`src/rtl/chrono_ctrl.sv`:
```
// chrono_ctrl: button conditioning, stopwatch mode FSM and 1/100 s tick divider.
// Optional feature macro: CHRONO_DEBOUNCE_EN (adds a DB_CYCLES debounce filter per button).
module chrono_ctrl #(
  parameter int CLK_DIV   = 500000,
  parameter int LAPS      = 3,
  parameter int DB_CYCLES = 250000
) (
  input  logic       clock,
  input  logic       reset,
  input  logic       btn_start,
  input  logic       btn_lap,
  input  logic       btn_clear,
  input  logic       btn_recall,
  output logic       run,
  output logic       tick,
  output logic       clr,
  output logic       lap_wr,
  output logic [1:0] lap_idx,
  output logic       recall_en,
  output logic [1:0] recall_idx,
  output logic [2:0] lap_count
);

  typedef enum logic [1:0] {
    ST_IDLE   = 2'd0,
    ST_RUN    = 2'd1,
    ST_STOP   = 2'd2,
    ST_RECALL = 2'd3
  } state_e;

  localparam int              DIV_W     = $clog2(CLK_DIV);
  localparam logic [DIV_W-1:0] DIV_LAST = DIV_W'(CLK_DIV - 1);
  localparam logic [1:0]      PTR_LAST  = 2'(LAPS - 1);
  localparam logic [2:0]      COUNT_MAX = 3'(LAPS);

  // Event bit positions shared by the conditioning pipeline and the FSM.
  localparam int B_START  = 0;
  localparam int B_LAP    = 1;
  localparam int B_CLEAR  = 2;
  localparam int B_RECALL = 3;

  if (CLK_DIV < 2 || LAPS < 1 || LAPS > 4 || DB_CYCLES < 1) begin : g_bad_params
    $error("chrono_ctrl: parameter out of range");
  end

  // ---------------------------------------------------------------------------
  // Button conditioning: 2-flop synchronizer, optional debounce, rising edge.
  // ---------------------------------------------------------------------------
  logic [3:0] btn_raw;
  logic [3:0] sync1_q, sync2_q;
  logic [3:0] level;
  logic [3:0] level_q;
  logic [3:0] ev_d, ev_q;

  assign btn_raw = {btn_recall, btn_clear, btn_lap, btn_start};

  always_ff @(posedge clock or negedge reset) begin
    if (!reset) begin
      sync1_q <= '0;
      sync2_q <= '0;
    end else begin
      // NOTE: sequential state always uses non-blocking assignments so every
      // flop samples the pre-edge value of its source, which is what makes the
      // two synchronizer stages two distinct cycles.
      sync1_q <= btn_raw;
      sync2_q <= sync1_q;
    end
  end

`ifdef CHRONO_DEBOUNCE_EN
  localparam int              DB_W    = $clog2(DB_CYCLES + 1);
  localparam logic [DB_W-1:0] DB_LAST = DB_W'(DB_CYCLES - 1);

  logic [3:0]      stable_d, stable_q;
  logic [DB_W-1:0] db_cnt_d [4];
  logic [DB_W-1:0] db_cnt_q [4];

  always_comb begin
    // NOTE: every variable written here gets a default first, so no path
    // leaves it unassigned and no latch is inferred.
    stable_d = stable_q;
    for (int i = 0; i < 4; i++) begin
      db_cnt_d[i] = '0;
      if (sync2_q[i] != stable_q[i]) begin
        if (db_cnt_q[i] == DB_LAST) begin
          stable_d[i] = sync2_q[i];
        end else begin
          db_cnt_d[i] = db_cnt_q[i] + 1'b1;
        end
      end
    end
  end

  always_ff @(posedge clock or negedge reset) begin
    if (!reset) begin
      stable_q <= '0;
      // NOTE: the counter array is only four small registers, so it is reset
      // like any other state; a large storage array would be left unreset.
      for (int i = 0; i < 4; i++) db_cnt_q[i] <= '0;
    end else begin
      stable_q <= stable_d;
      for (int i = 0; i < 4; i++) db_cnt_q[i] <= db_cnt_d[i];
    end
  end

  assign level = stable_q;
`else
  assign level = sync2_q;
`endif

  assign ev_d = level & ~level_q;

  always_ff @(posedge clock or negedge reset) begin
    if (!reset) begin
      level_q <= '0;
      ev_q    <= '0;
    end else begin
      level_q <= level;
      ev_q    <= ev_d;
    end
  end

  // One event per cycle: clear > start > lap > recall.
  logic ev_clear, ev_start, ev_lap, ev_recall;

  assign ev_clear  = ev_q[B_CLEAR];
  assign ev_start  = ev_q[B_START] & ~ev_q[B_CLEAR];
  assign ev_lap    = ev_q[B_LAP] & ~ev_q[B_CLEAR] & ~ev_q[B_START];
  assign ev_recall = ev_q[B_RECALL] & ~ev_q[B_CLEAR] & ~ev_q[B_START] & ~ev_q[B_LAP];

  // ---------------------------------------------------------------------------
  // Mode FSM, lap bookkeeping and tick divider.
  // ---------------------------------------------------------------------------
  state_e           state_d, state_q;
  state_e           ret_d, ret_q;
  logic [1:0]       wr_ptr_d, wr_ptr_q;
  logic [2:0]       lap_count_d, lap_count_q;
  logic [1:0]       recall_idx_d, recall_idx_q;
  logic [DIV_W-1:0] div_d, div_q;
  logic             run_d, run_q;
  logic             tick_d, tick_q;
  logic             clr_d, clr_q;
  logic             lap_wr_d, lap_wr_q;
  logic [1:0]       lap_idx_d, lap_idx_q;
  logic             recall_en_d, recall_en_q;
  logic             do_clear;

  always_comb begin
    state_d      = state_q;
    ret_d        = ret_q;
    wr_ptr_d     = wr_ptr_q;
    lap_count_d  = lap_count_q;
    recall_idx_d = recall_idx_q;
    div_d        = div_q;
    tick_d       = 1'b0;
    clr_d        = 1'b0;
    lap_wr_d     = 1'b0;
    lap_idx_d    = '0;
    do_clear     = 1'b0;

    // The divider only advances while the registered state is RUN, so it
    // keeps its sub-tick phase across stop/resume.
    if (state_q == ST_RUN) begin
      if (div_q == DIV_LAST) begin
        div_d  = '0;
        tick_d = 1'b1;
      end else begin
        div_d = div_q + 1'b1;
      end
    end

    case (state_q)
      ST_IDLE: begin
        if (ev_clear) begin
          do_clear = 1'b1;
        end else if (ev_start) begin
          state_d = ST_RUN;
        end else if (ev_recall && lap_count_q != 3'd0) begin
          state_d      = ST_RECALL;
          ret_d        = ST_IDLE;
          recall_idx_d = '0;
        end
      end
      ST_RUN: begin
        if (ev_start) begin
          state_d = ST_STOP;
        end else if (ev_lap) begin
          lap_wr_d  = 1'b1;
          lap_idx_d = wr_ptr_q;
          wr_ptr_d  = (wr_ptr_q == PTR_LAST) ? 2'd0 : wr_ptr_q + 2'd1;
          if (lap_count_q != COUNT_MAX) lap_count_d = lap_count_q + 3'd1;
        end
      end
      ST_STOP: begin
        if (ev_clear) begin
          do_clear = 1'b1;
        end else if (ev_start) begin
          state_d = ST_RUN;
        end else if (ev_recall && lap_count_q != 3'd0) begin
          state_d      = ST_RECALL;
          ret_d        = ST_STOP;
          recall_idx_d = '0;
        end
      end
      ST_RECALL: begin
        if (ev_clear) begin
          do_clear = 1'b1;
        end else if (ev_start) begin
          state_d = ret_q;
        end else if (ev_recall) begin
          recall_idx_d = ({1'b0, recall_idx_q} + 3'd1 == lap_count_q) ? 2'd0
                                                                      : recall_idx_q + 2'd1;
        end
      end
      default: state_d = ST_IDLE;
    endcase

    if (do_clear) begin
      state_d      = ST_IDLE;
      clr_d        = 1'b1;
      div_d        = '0;
      wr_ptr_d     = '0;
      lap_count_d  = '0;
      recall_idx_d = '0;
    end

    run_d       = (state_d == ST_RUN);
    recall_en_d = (state_d == ST_RECALL);
  end

  always_ff @(posedge clock or negedge reset) begin
    if (!reset) begin
      state_q      <= ST_IDLE;
      ret_q        <= ST_IDLE;
      wr_ptr_q     <= '0;
      lap_count_q  <= '0;
      recall_idx_q <= '0;
      div_q        <= '0;
      run_q        <= 1'b0;
      tick_q       <= 1'b0;
      clr_q        <= 1'b0;
      lap_wr_q     <= 1'b0;
      lap_idx_q    <= '0;
      recall_en_q  <= 1'b0;
    end else begin
      state_q      <= state_d;
      ret_q        <= ret_d;
      wr_ptr_q     <= wr_ptr_d;
      lap_count_q  <= lap_count_d;
      recall_idx_q <= recall_idx_d;
      div_q        <= div_d;
      run_q        <= run_d;
      tick_q       <= tick_d;
      clr_q        <= clr_d;
      lap_wr_q     <= lap_wr_d;
      lap_idx_q    <= lap_idx_d;
      recall_en_q  <= recall_en_d;
    end
  end

  assign run        = run_q;
  assign tick       = tick_q;
  assign clr        = clr_q;
  assign lap_wr     = lap_wr_q;
  assign lap_idx    = lap_idx_q;
  assign recall_en  = recall_en_q;
  assign recall_idx = recall_idx_q;
  assign lap_count  = lap_count_q;

endmodule

```
`config.mk`:
```
export PLATFORM = sky130hd
export DESIGN_NAME = chrono_ctrl
export DESIGN_NICKNAME = d
export VERILOG_FILES = /design/src/rtl/chrono_ctrl.sv
export SDC_FILE = /design/constraint.sdc
export NUM_CORES = 1
export LEC_CHECK = 0
export CORE_MARGIN = 2
export CORE_UTILIZATION = 50
export CTS_CLUSTER_DIAMETER = 40
export DETAILED_ROUTE_END_ITERATION = 6
export GPL_TIMING_DRIVEN = 1
export PLACE_DENSITY_LB_ADDON = 0.3
export RECOVER_POWER = 25
export SYNTH_ARGS = -nofsm -noshare
export SYNTH_HDL_FRONTEND = slang
export SYNTH_SLANG_ARGS = --single-unit
```
`constraint.sdc`:
```
create_clock -name clock -period 1.7 [get_ports clock]
set_input_delay 0.51 -clock clock [delete_from_list [all_inputs] [get_ports clock]]
set_output_delay 0.51 -clock clock [all_outputs]
set_load 0.03 [all_outputs]
```
==> run notes, run 1 <==
impl run done, here's what came out: largest class=sequential cells, Yosys cell types=43, clock share of power=22.5%, Clock Tree Root=clkbuf_8, met2 Usage GRT=between 30% and 40%, RSZ-0062 raised after global routing=true, top cells by area, synth=dfrtp_1 55%, a21oi_1 3.8%, mux2i_1 3.8%, met1 usage=around a quarter, Chip Footprint=5300 um^2, fin cells=around 320, CP Max Fanout=7, NumNets Final=~280, deepest clock path buffer count=2, Internal=between 0.002 and 0.0025 W, async set-reset flop share out of synthesis=100%, CP arrival=1850 ps, post-CTS setup buffer count=0, Fin Hold WS=305 ps, Cell Area, Placed=between 2000 and 3000 um^2, detailed placement HPWL=between 3000 and 4000 um, Relative slew margins=40.7%, Initial DRC Count=approximately 67, CP max stage cell=dfrtp_1, initial antenna violation count=0, max incr delay on CP=~400 ps, nature of the critical path startpoint=flop, status=finished, final reports clean, Seq. cell area=between 1000 and 1500 um^2
==> run_1/sizing.png <==
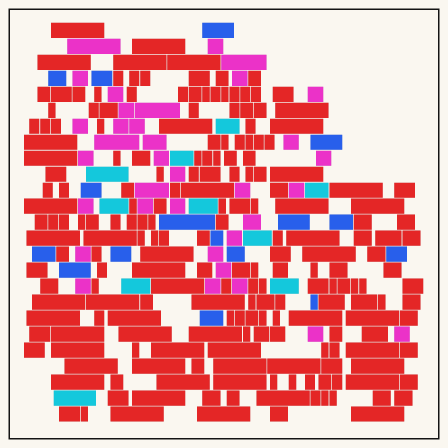
color	size	cells
cyan	x6 and larger	10
red	x1 and smaller	204
magenta	x3 and x4	35
blue	x2	16
Layout area overhead: 24.9%
final instance area: 2960 um^2
final setup margin: 42.0 ps

==> run_1/class_map.png <==
Scale bar: 20 um.
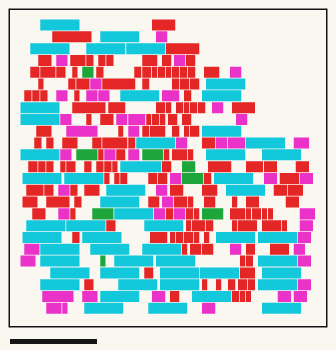
color	class	cells
red	remaining logic cells	156
green	clock drivers and dummy loads	8
magenta	remaining buffers and delay cells	49
cyan	sequential cells	52
FP Rows: 25
core area: 4630 um^2
Seq/total area: 44.0%
post-layout util: 63.9%

==> run_1/port_trees.png <==
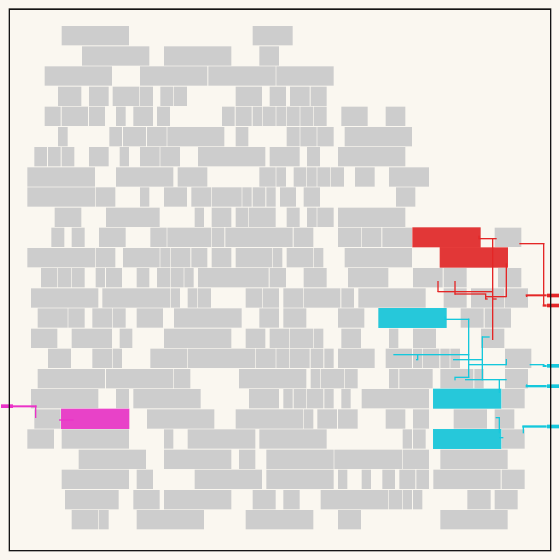
color	port	direction	end cells	buffers	wire
red	recall_idx	output	2	2	53.6 um
magenta	btn_start	input	1	1	6.40 um
cyan	lap_count	output	3	3	59.8 um
PortBufs: 17
Ports: 18

==> run_1/route_heat.png <==
Scale bar: 20 um. 15 x 15 tiles, from dark purple (low) to yellow (high), scaled to the fullest tile. Values are wire area over tile area, all layers added.
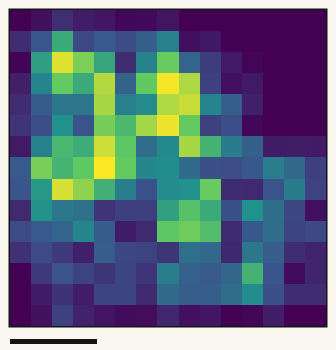
mean over tiles	0.13
emptiest ninth of the die	top right
fullest tile	0.44
tiles over half the peak	20%
nearly empty tiles	16%
DR WL/cell: 13.9 um
overall routing resource usage: 19.1%
vias: 1,785

==> run_1/congestion_map.png <==
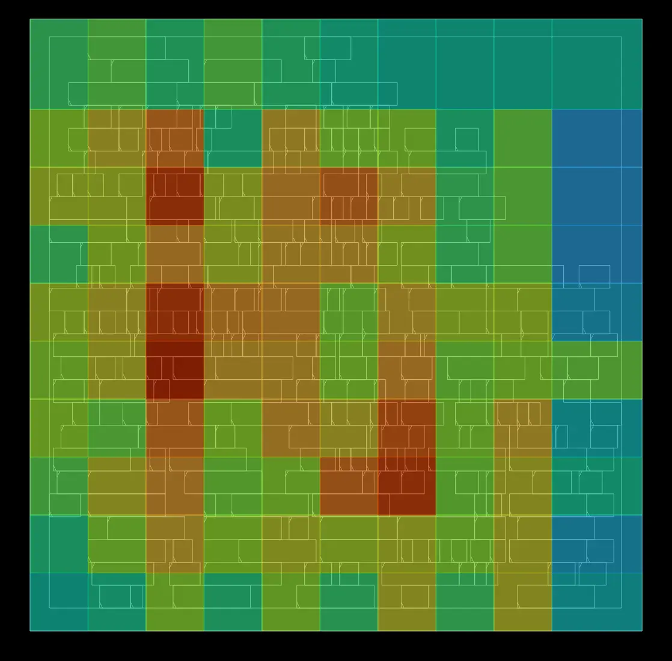

==> inputs of run 2 (changes only) <==
CORE_UTILIZATION = 52   (was 50)
==> run_2/congestion_map.png <==
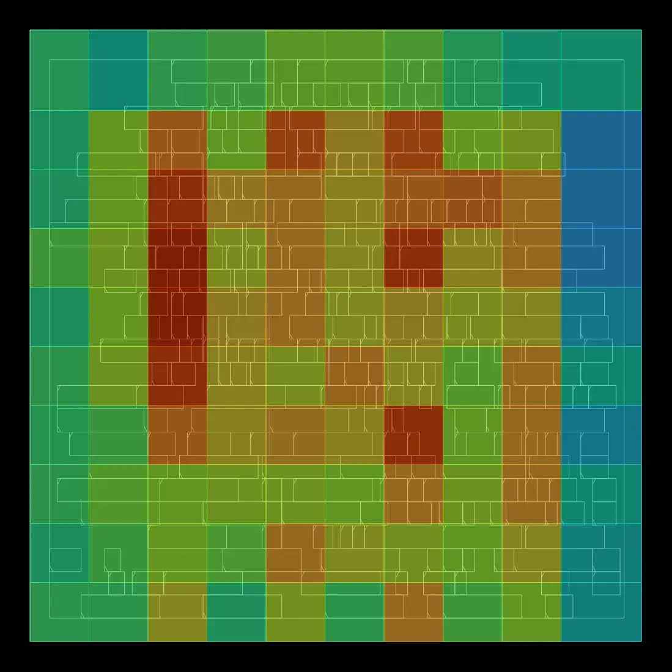
met2 Usage GRT: 32.2%
GR Layer Usage met3: 4.22%
met1 usage: 24.2%

==> run_2/sizing.png <==
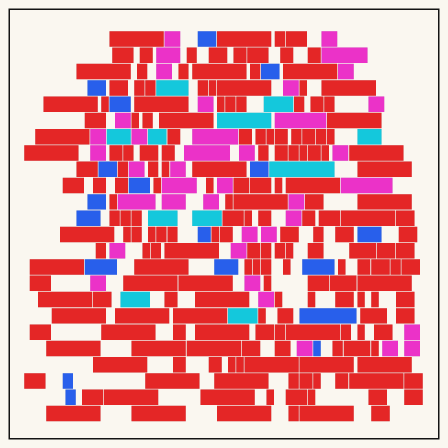
color	size	cells
blue	x2	18
magenta	x3 and x4	39
cyan	x6 and larger	11
red	x1 and smaller	200
Layout area overhead: 27.5%
final setup margin: 28.8 ps
Non-CTS buffers: 52

==> run 2 against run 1 <==
Sequential cell count unchanged. Die size decreased by 3.6%. Critical path depth decreased by 1. Clock power increased by 23%. Highest routed layer unchanged. Register-to-register slack about the same. Wire length increased by 2.8%. Final cell count increased by 0.31%. Sequential share of layout area decreased by 0.89 points. Sequential power about the same. Utilization increased by 5.0 points. Cell area increased by 2.1%. Setup slack got worse by 13 ps.
==> run notes, run 2 <==
impl run done, here's what came out: Chip Footprint=5110 um^2 (was 5300 um^2), Relative slew margins=18.2% (was 40.7%), Clock Tree Root=clkbuf_8 (unchanged), vias=1,778 (was 1,785), CP arrival=1860 ps (was 1850 ps), fin cells=320 (was 319), Fin Hold WS=356 ps (was 305 ps), clock share of power=25.5% (was 22.5%), P per Cell Area=1090 nW/um^2 (was 1020 nW/um^2), top cells by area, synth=dfrtp_1 55%, a21oi_1 3.8%, mux2i_1 3.8% (unchanged), core area=4380 um^2 (was 4630 um^2), Post-Syn Instances=218 (unchanged), sequential fraction of design power=43.5% (was 47.0%), Internal=0.00226 W (was 0.00204 W), Yosys cell types=43 (unchanged), status=finished, final reports clean (unchanged), Seq. cell area=1300 um^2 (unchanged), final instance area=3020 um^2 (was 2960 um^2), initial antenna violation count=0 (unchanged), PortBufs=17 (unchanged), switching power=0.00103 W (was 0.000982 W), Initial DRC Count=121 (was 67), Ports=18 (unchanged), Seq/total area=43.1% (was 44.0%), CTS Buf Count=5 (unchanged), post-CTS setup buffer count=0 (unchanged), deepest clock path buffer count=2 (unchanged), post-layout util=68.9% (was 63.9%), nature of the critical path startpoint=flop (unchanged), max incr delay on CP=420 ps (was 400 ps), NumNets Final=278 (was 275), FP Rows=24 (was 25), Yosys top cell by area=dfrtp_1 (unchanged), overall routing resource usage=19.0% (was 19.1%), CP max stage cell=dfrtp_1 (unchanged), DR WL/cell=14.2 um (was 13.9 um), Cell Area, Placed=2750 um^2 (was 2780 um^2), Vias/cell=5.56 (was 5.60)
No activity file was given, so power comes from the tool's default toggle rates.
